[src/rtl/enc_pkg.sv]
// Shared constants and state type for the sequential 16-to-4 encoder.
package enc_pkg;

   localparam int unsigned N = 16;
   localparam int unsigned W = 4;

   typedef enum logic {
      IDLE = 1'b0,
      EMIT = 1'b1
   } enc_state_t;

endpackage

[src/rtl/prio_enc_16to4.sv]
// Combinational 16-to-4 priority encoder with selectable direction and
// flags for "any bit set" and "exactly one bit set".
module prio_enc_16to4
   import enc_pkg::*;
(
   input  logic [N-1:0] vec,
   input  logic         msb_first,
   output logic [W-1:0] code,
   output logic         any,
   output logic         single
);

   // Scan order is chosen so the last matching write is the winning bit.
   always_comb begin
      code = '0;
      for (int unsigned i = 0; i < N; i++) begin
         if (msb_first) begin
            if (vec[i]) code = W'(i);
         end else begin
            if (vec[N-1-i]) code = W'(N-1-i);
         end
      end
   end

   assign any    = |vec;
   assign single = any && ((vec & (vec - N'(1))) == '0);

endmodule

[src/rtl/encoder_16to4_seq.sv]
// Sequential 16-to-4 encoder: accepts a request vector and emits the index
// of every set bit, one per output beat, in the selected priority order.
module encoder_16to4_seq #(
   parameter int unsigned N         = enc_pkg::N,
   parameter int unsigned W         = enc_pkg::W,
   parameter bit          MSB_FIRST = 1'b0
) (
   input  logic         clk,
   input  logic         rst_n,
   input  logic         in_valid,
   output logic         in_ready,
   input  logic [N-1:0] in_d,
   output logic         out_valid,
   input  logic         out_ready,
   output logic [W-1:0] out_code,
   output logic         out_last,
   output logic         zero_drop
);

   import enc_pkg::*;

   enc_state_t   state_q;
   logic [N-1:0] pending_q;
   logic         zero_drop_q;

   logic [W-1:0] enc_code;
   logic         enc_any;
   logic         enc_single;
   logic [N-1:0] clr_mask;
   logic         in_xfer;
   logic         out_xfer;

   prio_enc_16to4 u_prio (
      .vec       (pending_q),
      .msb_first (MSB_FIRST),
      .code      (enc_code),
      .any       (enc_any),
      .single    (enc_single)
   );

   assign in_ready  = (state_q == IDLE);
   assign out_valid = (state_q == EMIT) && enc_any;
   assign out_code  = out_valid ? enc_code : '0;
   assign out_last  = out_valid && enc_single;
   assign zero_drop = zero_drop_q;

   assign in_xfer  = in_valid && in_ready;
   assign out_xfer = out_valid && out_ready;

   always_comb begin
      clr_mask           = '0;
      clr_mask[enc_code] = 1'b1;
   end

   always_ff @(posedge clk or negedge rst_n) begin
      if (!rst_n) begin
         state_q     <= IDLE;
         pending_q   <= '0;
         zero_drop_q <= 1'b0;
      end else begin
         zero_drop_q <= in_xfer && (in_d == '0);
         case (state_q)
            IDLE: begin
               if (in_xfer && (in_d != '0)) begin
                  pending_q <= in_d;
                  state_q   <= EMIT;
               end
            end
            EMIT: begin
               if (out_xfer) begin
                  pending_q <= pending_q & ~clr_mask;
                  if (enc_single) state_q <= IDLE;
               end
            end
            default: state_q <= IDLE;
         endcase
      end
   end

endmodule

[config.mk]
export PLATFORM = sky130hd
export DESIGN_NAME = encoder_16to4_seq
export DESIGN_NICKNAME = d
export VERILOG_FILES = /design/src/rtl/enc_pkg.sv /design/src/rtl/prio_enc_16to4.sv /design/src/rtl/encoder_16to4_seq.sv
export SDC_FILE = /design/constraint.sdc
export NUM_CORES = 1
export LEC_CHECK = 0
export ABC_AREA = 1
export CORE_AREA = 10 10 78 80
export CTS_CLUSTER_DIAMETER = 50
export CTS_CLUSTER_SIZE = 24
export DETAILED_ROUTE_END_ITERATION = 10
export DIE_AREA = 0 0 88 90
export PLACE_DENSITY = 0.67
export SLEW_MARGIN = 5
export SYNTH_ARGS = -nofsm -noshare
export SYNTH_HDL_FRONTEND = slang
export SYNTH_HIERARCHICAL = 1
export SYNTH_SLANG_ARGS = --single-unit
export TNS_END_PERCENT = 10
[constraint.sdc]
create_clock -name clk -period 5.1 [get_ports clk]
set_clock_uncertainty 0.1 [all_clocks]
set_input_delay 1.275 -clock clk [delete_from_list [all_inputs] [get_ports clk]]
set_output_delay 1.275 -clock clk [all_outputs]
set_load 0.005 [all_outputs]
Fig. 1: run 1, gate families picked out
Bar = 20 um.
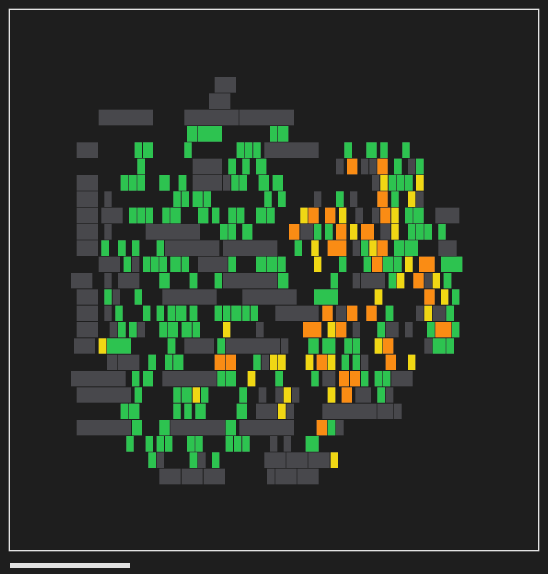
family	colour	cells
aoi and oai cells	orange	30
nand cells	green	171
inv cells	yellow	32
Comb area share: 54.1%
most used logic cell in the final layout: nand2_1
Layout Cells excl Fill: 391

Fig. 2: run 1, clock wiring as the flow saved it
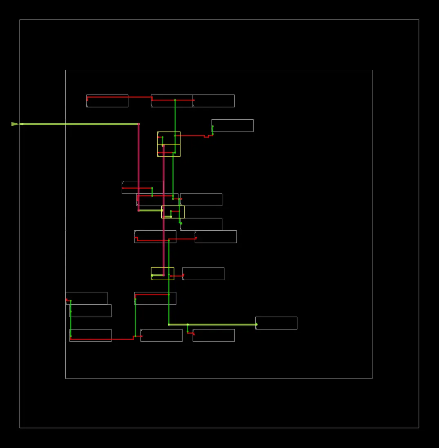
Late-Pin Clk Latency: 0.26 ns
CTS sink cnt: 18
Num CTS Buffers: 3
clock-net power: 122 uW
seq_cells: 18

==> notes.md, run 1 <==
flow finished, numbers: post-placement cell area=2060 um^2, syn nets=333, DR WL met2=2.44 mm, fin. max-slew vios=0, Dominant cell area share=26.9%, Top Layer Used=met4, Final clock-cell share=2.60%, post-CTS sizing=0, final setup TNS=0 ns, Largest register FFs=16, nonclk inv count=32, Top cells excl fill/tap=127 x nand2_1, 41 x nor2_1, 36 x nand3_1, reg2reg end=pending_q[11]$_DFFE_PN0P_, Dominant flop cell=dfrtp_1, Yosys chip area=1770 um^2, Synth Instances=313, most used cell, CP=nor2_1, filler cell count=512, Nets=358, hpwl dp=4.16 mm, Place WS=1.30 ns, Met1 Wirelength=2.57 mm, number of cells on the critical path=8, Worst Path Arrival=2.72 ns, Max power group=combinational cells, Clock Path Buffers=2, # clk buffers=4, status=completed, switching power share of the total=55.7%, DRT Pass-1 Iters=4, sw power=866 uW, maximum clock rate=244 MHz, Tool Warnings=26, Gate power share=70.2%, crit path max-delay cell type=a2111oi_0, gpl congestion=0.873, Worst-Margin Slew=0.967 ns, buffer share of cell area=13.1%, Ant. Diodes=0, share of cells above drive strength 1=6.53%, largest family of logic cells by area=simple AND/OR/NAND/NOR gates, Reg power frac=21.9%, drt via density=5.18, critical path class=register to primary output, Worst Setup SP=pending_q[7]$_DFFE_PN0P_, Largest Register=pending_q, vias in the first global route=1945, grt total ovfl=0, CTS tree=done, yosys adder share=0%, count of non-CTS buffers in the layout=28, P per Cell Area=734 nW/um^2, final setup violating endpoints=0, layer with the highest usage=met2, Req. time, crit path=3.72 ns, EDFF count, synth=0, fraction of registers with async set/reset=100%, Routed Antenna Nets=0, R2R depth=12, Gate Area=1150 um^2, yosys cell count=313, Internal Power=689 uW, Die Size=7920 um^2, WL met3=254 um, largest area contributor in the netlist=nand2_1, # hold bufs at CTS=0, MaxCap Viol Count=0, Worst setup SP type=register, well tap count=54, and-or/or-and share of the synthesized area=10.2%, Buf/Inv on CP=3, I/O pin count=28, Synth Area per Inst=5.67 um^2, Power Total=1.55 mW, final WL=5.36 mm, Mapped Area=1770 um^2, distinct lib cells=28, Initial Util=38.6%, CTS root buf=clkbuf_8, seq pwr=341 uW, CP Max Fanout=9, worst hold path depth=2, flops out of synthesis=18, normalized max-slew margin=33.9%
Fig. 3: run 1, routed clock nets over the placement
Bar = 20 um.
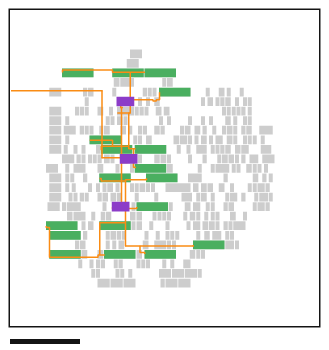
[flip-flops] green | count: 18
[clock-net drivers] purple | count: 3
[clock wires] orange | length: 278 um
routed clock nets	4
part of the power in the clock network: 7.9%

Fig. 4: run 1, cell classes on the final placement
Bar = 20 um.
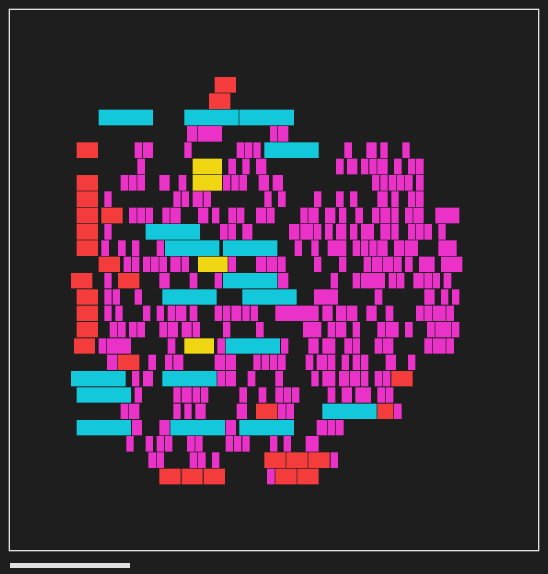
class	colour	cells
remaining buffers and delay cells	red	28
clock drivers and dummy loads	yellow	4
remaining logic cells	magenta	287
registers	cyan	18
Core Region: 4600 um^2
FP Rows: 25
flop share of the area: 21.3%
Final Util: 46.0%
Final Cell Area: 2120 um^2

==> inputs of run 2 (changes only) <==
==> constraint.sdc (replaced) <==
create_clock -name clk -period 3.8 [get_ports clk]
set_clock_uncertainty 0.1 [all_clocks]
set_input_delay 0.95 -clock clk [delete_from_list [all_inputs] [get_ports clk]]
set_output_delay 0.95 -clock clk [all_outputs]
set_load 0.005 [all_outputs]
Fig. 5: run 2, routed clock nets over the placement
Bar = 20 um.
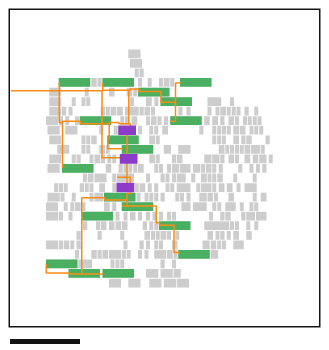
[clock wires] orange | length: 280 um
[clock-net drivers] purple | count: 3
[flip-flops] green | count: 18
routed clock nets	4
clock-net power: 159 uW
part of the power in the clock network: 7.5%

==> notes.md, run 2 <==
flow finished, numbers: Reg power frac=22.5%, Power Total=2.11 mW, # hold bufs at CTS=0, post-CTS sizing=0, sw power=1.17 mW, Buf/Inv on CP=3, Num CTS Buffers=3, Worst Setup SP=pending_q[14]$_DFFE_PN0P_, final setup TNS=0 ns, Internal Power=942 uW, Tool Warnings=26, seq pwr=475 uW, yosys cell count=313, Dominant flop cell=dfrtp_1, Die Size=7920 um^2, crit path max-delay cell type=clkdlybuf4s50_1, filler cell count=494, Synth Instances=313, Initial Util=38.6%, drt via density=5.20, normalized max-slew margin=40.5%, vias in the first global route=1934, Largest Register=pending_q, post-placement cell area=2070 um^2, Late-Pin Clk Latency=0.25 ns, Final clock-cell share=2.58%, final setup violating endpoints=0, Nets=359, maximum clock rate=276 MHz, and-or/or-and share of the synthesized area=10.2%, syn nets=333, status=completed, layer with the highest usage=met2, yosys adder share=0%, FP Rows=25, I/O pin count=28, final WL=5.36 mm, Comb area share=54.2%, Gate power share=69.9%, CTS root buf=clkbuf_8, Largest register FFs=16, Worst setup SP type=register, WL met3=324 um, Top cells excl fill/tap=127 x nand2_1, 40 x nor2_1, 36 x nand3_1, Yosys chip area=1770 um^2, Place WS=0.398 ns, Max power group=combinational cells, Routed Antenna Nets=0, MaxCap Viol Count=0, Ant. Diodes=0, Clock Path Buffers=2, seq_cells=18, most used cell, CP=nand2_1, buffer share of cell area=13.4%, hpwl dp=4.15 mm, most used logic cell in the final layout=nand2_1, Req. time, crit path=2.75 ns, gpl congestion=0.924, fin. max-slew vios=0, Layout Cells excl Fill=392, CTS sink cnt=18, grt total ovfl=0, reg2reg end=pending_q[9]$_DFFE_PN0P_, Worst Path Arrival=2.57 ns, number of cells on the critical path=18, fraction of registers with async set/reset=100%, Dominant cell area share=26.9%, DR WL met2=2.55 mm, flops out of synthesis=18
Fig. 6: run 2, cell classes on the final placement
Bar = 20 um.
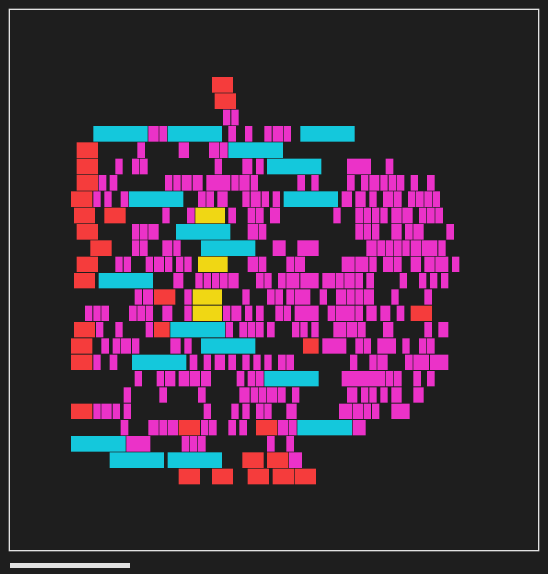
class	colour	cells
clock drivers and dummy loads	yellow	4
registers	cyan	18
remaining buffers and delay cells	red	29
remaining logic cells	magenta	287
flop share of the area: 21.1%
Final Util: 46.4%
Final Cell Area: 2130 um^2

==> inputs of run 3 (changes only) <==
--- a/config.mk
+++ b/config.mk
@@ -6,6 +6,7 @@
 export NUM_CORES = 1
 export LEC_CHECK = 0
 export ABC_AREA = 1
+export CAP_MARGIN = 20
 export CORE_AREA = 10 10 78 80
 export CTS_CLUSTER_DIAMETER = 50
 export CTS_CLUSTER_SIZE = 24
Fig. 7: run 3, routed clock nets over the placement
Bar = 20 um.
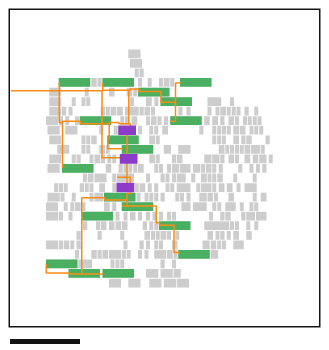
[clock-net drivers] purple | count: 3
[clock wires] orange | length: 280 um
[flip-flops] green | count: 18
routed clock nets	4
Late-Pin Clk Latency: 0.25 ns

==> notes.md, run 3 <==
flow finished, numbers: normalized max-slew margin=40.5%, number of cells on the critical path=18, CP Capture Point=out_code[0], filler cell count=494, distinct lib cells=28, DRT Pass-1 Iters=5, via count=2039, count leader, synth=nand2_1, maximum clock rate=276 MHz, Buf/Inv on CP=3, yosys cell count=313, FP Rows=25, fin. max-slew vios=0, Place WS=0.398 ns, largest family of logic cells by area=simple AND/OR/NAND/NOR gates, P per Cell Area=987 nW/um^2, and-or/or-and share of the synthesized area=10.2%, Core Region=4600 um^2, comb_multi_in=255, drt first-iter violations=154, layer with the highest usage=met2, Peak VDD IR=0.338 mV, drt via density=5.20, sw power=1.17 mW, part of the power in the clock network=7.5%, Num CTS Buffers=3, Yosys chip area=1770 um^2, Ant. Diodes=0, Power Total=2.11 mW, Max power group=combinational cells, Internal Power=942 uW, share of cells above drive strength 1=7.69%, well tap count=54, Comb power=1.47 mW, Largest Register=pending_q, critical path class=register to primary output, final setup violating endpoints=0, reg2reg end=pending_q[9]$_DFFE_PN0P_, Worst setup SP type=register, Gate power share=69.9%, CTS tree=done, Synth Area per Inst=5.67 um^2, syn nets=333, post-CTS sizing=0, pin count of the biggest net entering global routing=20, Top cells excl fill/tap=127 x nand2_1, 40 x nor2_1, 36 x nand3_1, count of non-CTS buffers in the layout=29, Dominant flop cell=dfrtp_1, Total GRT Usage=13.7%, Worst Setup SP=pending_q[14]$_DFFE_PN0P_, Final Util=46.4%, EDFF count, synth=0, largest area contributor in the netlist=nand2_1, fraction of registers with async set/reset=100%, Nets=359, clock-net power=159 uW, MaxCap Viol Count=0, met3 Track Usage GR=2.26%, vias in the first global route=1934, peak per-stage delay on the critical path=0.51 ns, nonclk inv count=32, Synth Instances=313, CTS root buf=clkbuf_8, I/O pin count=28, status=completed, # clk buffers=4, CP Max Fanout=7, switching power share of the total=55.3%, Met1 Wirelength=2.47 mm, worst hold path depth=2, Final Cell Area=2130 um^2, grt total ovfl=0, crit path max-delay cell type=clkdlybuf4s50_1, Top Layer Used=met4, R2R depth=22, WL met3=324 um, CTS sink cnt=18, gpl congestion=0.924, Mux cell area share=0%, Post-CTS Setup Bufs=0, DR WL met2=2.55 mm, Worst-Margin Slew=0.890 ns, Gate Area=1160 um^2, seq pwr=475 uW, Routed Antenna Nets=0, most used cell, CP=nand2_1, Die Size=7920 um^2, Tool Warnings=26, buffer share of cell area=13.4%, Clock Path Buffers=2, Synth Seq Share=25.4%, Ys Warns=6, Reg power frac=22.5%, yosys adder share=0%, Final clock-cell share=2.58%, Final period util=95.3%, Reg2Reg Setup Slack=1.27 ns, # hold bufs at CTS=0, most used logic cell in the final layout=nand2_1, Cell area leaders=nand2_1 27%, dfrtp_1 25%, nand3_1 10%, Dominant cell area share=26.9%, final WL=5.36 mm, min-delay src=pending_q[2]$_DFFE_PN0P_, Mapped Area=1770 um^2, Routed WL per cell=13.7 um, flops out of synthesis=18, flop share of the area=21.1%, post-placement cell area=2070 um^2, Worst Path Arrival=2.57 ns, Largest register FFs=16, hpwl dp=4.15 mm, seq_cells=18, final setup TNS=0 ns, Port Buf Inserts=27, Req. time, crit path=2.75 ns, Hold Path End=pending_q[2]$_DFFE_PN0P_, Biggest Area Class=combinational gates, Initial Util=38.6%
Fig. 8: run 3, gate families picked out
Bar = 20 um.
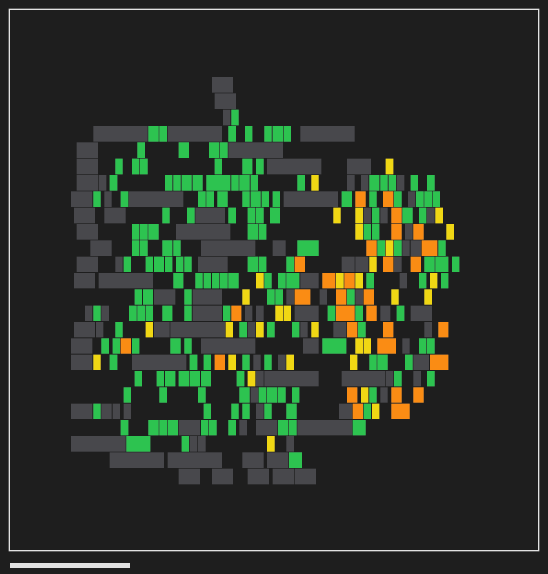
family	colour	cells
inv cells	yellow	32
nand cells	green	171
aoi and oai cells	orange	30
Comb area share: 54.2%
Layout Cells excl Fill: 392

Power figures rest on the tool's default switching activity, not on a simulated workload.
